Figure 1. Selected gate families (run 1).
The bar under the picture is 50 um long.
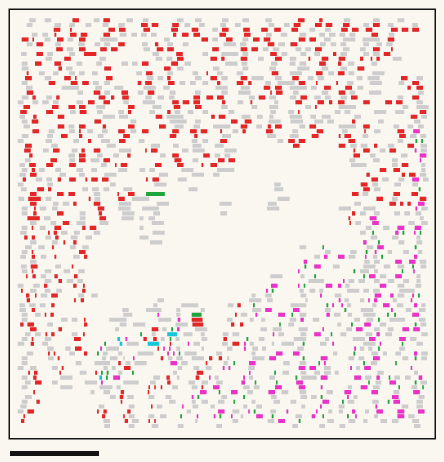
Figure 2. Layout detail (run 1).
The bar under the picture is 10 um long. Window x 107 to 132, y 60 to 85 um. Cells in gray, sequential cells in the stronger gray; small squares are vias.
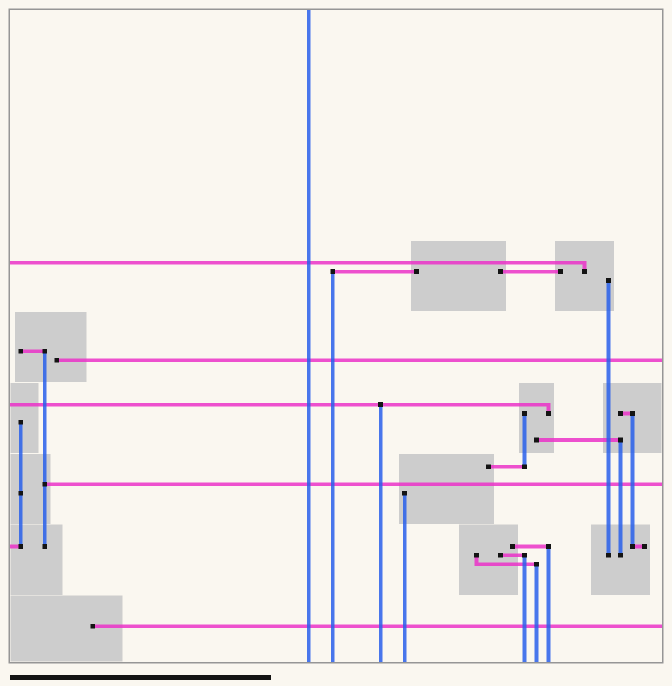
Figure 3. Placement view (run 1).
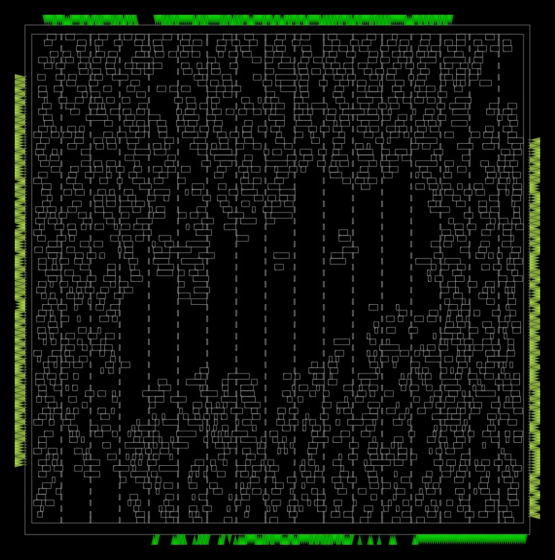
Figure 4. Clock distribution (run 1).
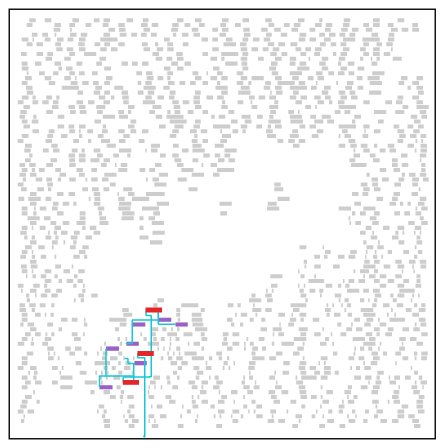
### src/rtl/core_mem_arbiter.sv
// core_mem_arbiter: shares one memory port between instruction fetch (imem)
// and data (dmem) requesters on a req/gnt/err/rdata protocol.
// The owner is held while a request stalls, and responses are routed back to
// the requester that was granted one cycle earlier.
// Optional build macro CORE_MEM_ARBITER_ROUND_ROBIN_EN: alternate between
// requesters on contention instead of fixed dmem priority with the
// starvation override.
module core_mem_arbiter #(
    parameter int ADDR_W       = 64,
    parameter int DATA_W       = 64,
    parameter int STRB_W       = DATA_W / 8,
    parameter int STARVE_LIMIT = 8
) (
    input  logic              clock,
    input  logic              reset,
    input  logic              imem_req,
    input  logic [ADDR_W-1:0] imem_addr,
    input  logic              imem_wen,
    input  logic [STRB_W-1:0] imem_strb,
    input  logic [DATA_W-1:0] imem_wdata,
    output logic              imem_gnt,
    output logic              imem_err,
    output logic [DATA_W-1:0] imem_rdata,
    input  logic              dmem_req,
    input  logic [ADDR_W-1:0] dmem_addr,
    input  logic              dmem_wen,
    input  logic [STRB_W-1:0] dmem_strb,
    input  logic [DATA_W-1:0] dmem_wdata,
    output logic              dmem_gnt,
    output logic              dmem_err,
    output logic [DATA_W-1:0] dmem_rdata,
    output logic              mem_req,
    output logic [ADDR_W-1:0] mem_addr,
    output logic              mem_wen,
    output logic [STRB_W-1:0] mem_strb,
    output logic [DATA_W-1:0] mem_wdata,
    input  logic              mem_gnt,
    input  logic              mem_err,
    input  logic [DATA_W-1:0] mem_rdata,
    output logic              arb_owner
);

    // Owner encoding: 0 = imem, 1 = dmem.
    logic lock_q, lock_d;
    logic lock_owner_q, lock_owner_d;
    logic rsp_v_q, rsp_v_d;
    logic rsp_o_q, rsp_o_d;
    logic arb_owner_q, arb_owner_d;
    logic owner;
    logic lock_live;
    logic accept;

    // A lock only holds while its owner still requests; a dropped request
    // releases it so arbitration can happen in that same cycle.
    assign lock_live = lock_q && (lock_owner_q ? dmem_req : imem_req);

`ifdef CORE_MEM_ARBITER_ROUND_ROBIN_EN
    logic last_gnt_q, last_gnt_d;

    // Owner selection: lock, then alternate on contention, then single requester.
    always_comb begin
        owner = arb_owner_q;
        if (lock_live) begin
            owner = lock_owner_q;
        end else if (dmem_req && imem_req) begin
            owner = ~last_gnt_q;
        end else if (dmem_req) begin
            owner = 1'b1;
        end else if (imem_req) begin
            owner = 1'b0;
        end
    end

    // Remember which side won the most recent accept.
    always_comb begin
        last_gnt_d = last_gnt_q;
        if (accept) begin
            last_gnt_d = owner;
        end
    end

    // Last-granted register.
    always_ff @(posedge clock) begin
        if (reset) begin
            last_gnt_q <= 1'b0;
        end else begin
            last_gnt_q <= last_gnt_d;
        end
    end
`else
    localparam int CTR_W = (STARVE_LIMIT > 0) ? $clog2(STARVE_LIMIT + 1) : 1;
    localparam logic [CTR_W-1:0] LIMIT_C = CTR_W'(STARVE_LIMIT);

    logic [CTR_W-1:0] starve_ctr_q, starve_ctr_d;
    logic             starve_hit;

    assign starve_hit = (STARVE_LIMIT != 0) && (starve_ctr_q == LIMIT_C) && imem_req;

    // Owner selection: lock, starvation override, dmem priority, imem, hold.
    always_comb begin
        owner = arb_owner_q;
        if (lock_live) begin
            owner = lock_owner_q;
        end else if (starve_hit) begin
            owner = 1'b0;
        end else if (dmem_req) begin
            owner = 1'b1;
        end else if (imem_req) begin
            owner = 1'b0;
        end
    end

    // Count consecutive cycles imem waits without a grant, saturating.
    always_comb begin
        starve_ctr_d = starve_ctr_q;
        if (!imem_req || imem_gnt) begin
            starve_ctr_d = '0;
        end else if (starve_ctr_q != LIMIT_C) begin
            starve_ctr_d = starve_ctr_q + CTR_W'(1);
        end
    end

    // Starvation counter register.
    always_ff @(posedge clock) begin
        if (reset) begin
            starve_ctr_q <= '0;
        end else begin
            starve_ctr_q <= starve_ctr_d;
        end
    end
`endif

    // Request/payload mux and grant/response routing; reset blanks all strobes.
    always_comb begin
        mem_req    = !reset && (owner ? dmem_req : imem_req);
        mem_addr   = owner ? dmem_addr  : imem_addr;
        mem_wen    = owner ? dmem_wen   : imem_wen;
        mem_strb   = owner ? dmem_strb  : imem_strb;
        mem_wdata  = owner ? dmem_wdata : imem_wdata;
        imem_gnt   = !reset && mem_gnt && !owner && imem_req;
        dmem_gnt   = !reset && mem_gnt &&  owner && dmem_req;
        imem_rdata = (!reset && rsp_v_q && !rsp_o_q) ? mem_rdata : '0;
        dmem_rdata = (!reset && rsp_v_q &&  rsp_o_q) ? mem_rdata : '0;
        imem_err   = !reset && mem_err && rsp_v_q && !rsp_o_q;
        dmem_err   = !reset && mem_err && rsp_v_q &&  rsp_o_q;
        arb_owner  = owner;
    end

    assign accept = mem_req && mem_gnt;

    // Next-state for lock, response tracking and the remembered owner.
    always_comb begin
        lock_d       = mem_req && !mem_gnt;
        lock_owner_d = owner;
        rsp_v_d      = accept;
        rsp_o_d      = owner;
        arb_owner_d  = owner;
    end

    // Arbitration state registers.
    always_ff @(posedge clock) begin
        if (reset) begin
            lock_q       <= 1'b0;
            lock_owner_q <= 1'b0;
            rsp_v_q      <= 1'b0;
            rsp_o_q      <= 1'b0;
            arb_owner_q  <= 1'b0;
        end else begin
            lock_q       <= lock_d;
            lock_owner_q <= lock_owner_d;
            rsp_v_q      <= rsp_v_d;
            rsp_o_q      <= rsp_o_d;
            arb_owner_q  <= arb_owner_d;
        end
    end

endmodule

### config.mk
export PLATFORM = sky130hd
export DESIGN_NAME = core_mem_arbiter
export DESIGN_NICKNAME = d
export VERILOG_FILES = /design/src/rtl/core_mem_arbiter.sv
export SDC_FILE = /design/constraint.sdc
export NUM_CORES = 1
export LEC_CHECK = 0
export ABC_AREA = 1
export CAP_MARGIN = 0
export CELL_PAD_IN_SITES_DETAIL_PLACEMENT = 2
export CELL_PAD_IN_SITES_GLOBAL_PLACEMENT = 2
export CORE_AREA = 3 3 236 238
export DETAILED_ROUTE_END_ITERATION = 6
export DIE_AREA = 0 0 239 241
export GPL_TIMING_DRIVEN = 0
export PLACE_DENSITY_LB_ADDON = 0.1
export SETUP_SLACK_MARGIN = 0.1
export SLEW_MARGIN = 20
export SYNTH_ARGS = -nofsm -noshare
export SYNTH_HDL_FRONTEND = slang
export SYNTH_SLANG_ARGS = --single-unit
export TNS_END_PERCENT = 100
### constraint.sdc
create_clock -name clock -period 2.4 [get_ports clock]
set_input_delay 0.72 -clock clock [delete_from_list [all_inputs] [get_ports clock]]
set_output_delay 0.72 -clock clock [all_outputs]
set_load 0.03 [all_outputs]
==> flow_metrics.tcl, run 1 <==
# implementation run metrics
set metrics [dict create \
    timing.max_slew.rel_slack_pct 84.7 \
    met2WireLength_mm 26.0 \
    htreeDepth 1 \
    setup_slack_ps -457 \
    synth_nets 1049 \
    final_max_slew_viol_count 0 \
    grt_max_degree 11 \
    ir_drop_v 0.000154 \
    fin_nets 1784 \
    violations "negative setup slack" \
    ys.flops 7 \
    rsz0062_at_grt "true" \
    clock-sinks 7 \
    seq-power_w 0.000128 \
    status "finished, violations left" \
    layout_top_cell "clkdlybuf4s50_1" \
    swShare_pct 46.1 \
    finalSetupViolations 148 \
    place_worst_setup_slack_ps -1800 \
    end_kind "output port" \
    die_x_um 239 \
]
## Picture notes: Figure 1
[red] nand cells | cells: 422 | where: widely spread
[green] inv cells | cells: 77
[magenta] nor cells | cells: 144
[cyan] aoi and oai cells | cells: 5 | where: south-west

## Picture notes: Figure 2
[blue] M2
[magenta] M1
cells with their middle in the window: 9
most frequent: nand2_2 (3), clkdlybuf4s50_1 (2)
sequential cells in the window: 0

## Picture notes: Figure 3
Row Count: 85
registers: 7
Non-Filler Instances: 2135

## Picture notes: Figure 4
[red] clock-net drivers | count: 3
[cyan] clock wires | length: 219 um
[purple] flip-flops | count: 7
routed clock nets: 4

-- run 1: layout make-up --
| type | count | area, um2 |
|---|---|---|
| fillers | 6099 | 38500 |
| plain buffers | 37 | 707 |
| well taps | 696 | 871 |
| repair buffers | 737 | 8230 |
| flip-flops and latches | 7 | 144 |
| multi-input cells | 575 | 4960 |
| clock buffers | 4 | 78.8 |
| diodes | 2 | 5.00 |
| inverters | 77 | 328 |
-- run 1: flip-flops by register name, summed over array words and instances (netlist names) --
register	flops
lock_q	1
starve_ctr_q	4
rsp_v_q	1
lock_owner_q	1
-- run 1: synthesized netlist by cell type, drive strengths merged --
cell / number
o21ai: 3
nand2: 418
xor2: 1
a21boi: 1
clkbuf: 3
ha: 2
a21oi: 1
nand3: 4
buf: 41
xnor2: 1
nor2: 142
dfxtp: 7
inv: 76
clkinv: 1
nor3: 2
==> run 2: changes to the inputs <==
- SKIP_CTS_REPAIR_TIMING: unset -> 1
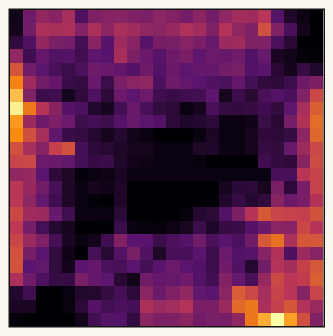
Figure 5: run 2, signal metal coverage by tile.
24 x 24 tiles, from black (low) to pale yellow (high), scaled to the fullest tile. Values are wire area over tile area, all layers added.
fullest tile: 0.48
emptiest ninth of the die: center
nearly empty tiles: 8.7%
mean over tiles: 0.12

==> run 2 against run 1 <==
Against the previous run: the run still ends with negative setup slack left; largest power group unchanged; clock skew about the same; clock-buffer cell count unchanged; critical path type unchanged; worst hold slack worse by 25 ps; sequential share of layout area is 0.19 points higher.
==> flow_metrics.tcl, run 2 <==
# implementation run metrics
set metrics [dict create \
    final-nonclk-buf-share_pct 58.5 \
    place_worst_setup_slack_ps -1800 \
    sh_seq_area_pct 1.13 \
    synth_nets 1049 \
    layout_top_cell "clkdlybuf4s50_1" \
    htreeDepth 1 \
    tap_cells 696 \
    violations "negative setup slack" \
    dominant_cells "buffers" \
    synthArstFlopShare_pct 0 \
    edf_count 0 \
    fin_nets 1707 \
    final_cell_mix "338 x clkdlybuf4s50_1, 213 x nand2_1, 168 x buf_6" \
    common_cells "417 x nand2_1, 141 x nor2_1, 76 x inv_1" \
    hp-class "flip-flop to flip-flop" \
    regMostFlops "starve_ctr_q" \
    min_to "starve_ctr_q[0]" \
    hold-worst-slack_ps 576 \
    nonClockInverterCount 77 \
    met2_usage_pct 26.6 \
    finalNonFillerCells 2058 \
    slowest_delay_ps 200 \
    n_all_buffers 697 \
    largest_register_ff_count 4 \
    timing.final.crit_share_pct 112 \
    ir_drop_v 0.000149 \
    finalSetupViolations 158 \
    ys.flops 7 \
    n_antenna_cell 2 \
    setup_slack_ps -286 \
    yosysTopAreaCell "nand2_1" \
    p_per_area_nw_per_um2 281 \
    logic_gates 575 \
    flops 7 \
    drc 0 \
    clock-sinks 7 \
    rows 85 \
    most_common_cell "nand2_1" \
    grt_max_degree 11 \
    flop_cell "dfxtp_1" \
    cts_buffers 3 \
    final_max_slew_viol_count 0 \
    die_x_um 239 \
    clkCellAreaFrac_pct 0.625 \
    nClkBuffers 4 \
    rsz0062_at_grt "true" \
    end_kind "output port" \
    comb_share_pct 30.3 \
    status "finished, violations left" \
]
-- run 2: cell counts after synthesis --
Identical to the previous run, type by type.
-- run 2: logic make-up after synthesis --
logic type	share of synthesized area, %
AOI/OAI and AO/OA	0.926
buffers and inverters	20.8
and+or+nand+nor	72.1
xor gates and xnor gates	0.590
adders and majority gates	0.842
DFF	4.72
-- run 2: report_power, final --
part           internal (W)  switching, W
registers          0.000122    0.00000451
clock network      0.000222     0.0000729
logic               0.00151       0.00162
total               0.00185       0.00169
-- run 2: metal layers --
metal / part of all wire [%] / vias to the layer above
met4: 0.39 / 10
met3: 8.3 / 19
met5: 0.15 / -
li1: - / 3337
met2: 57 / 283
met1: 34 / 3183
Power and IR drop assume default switching activity.
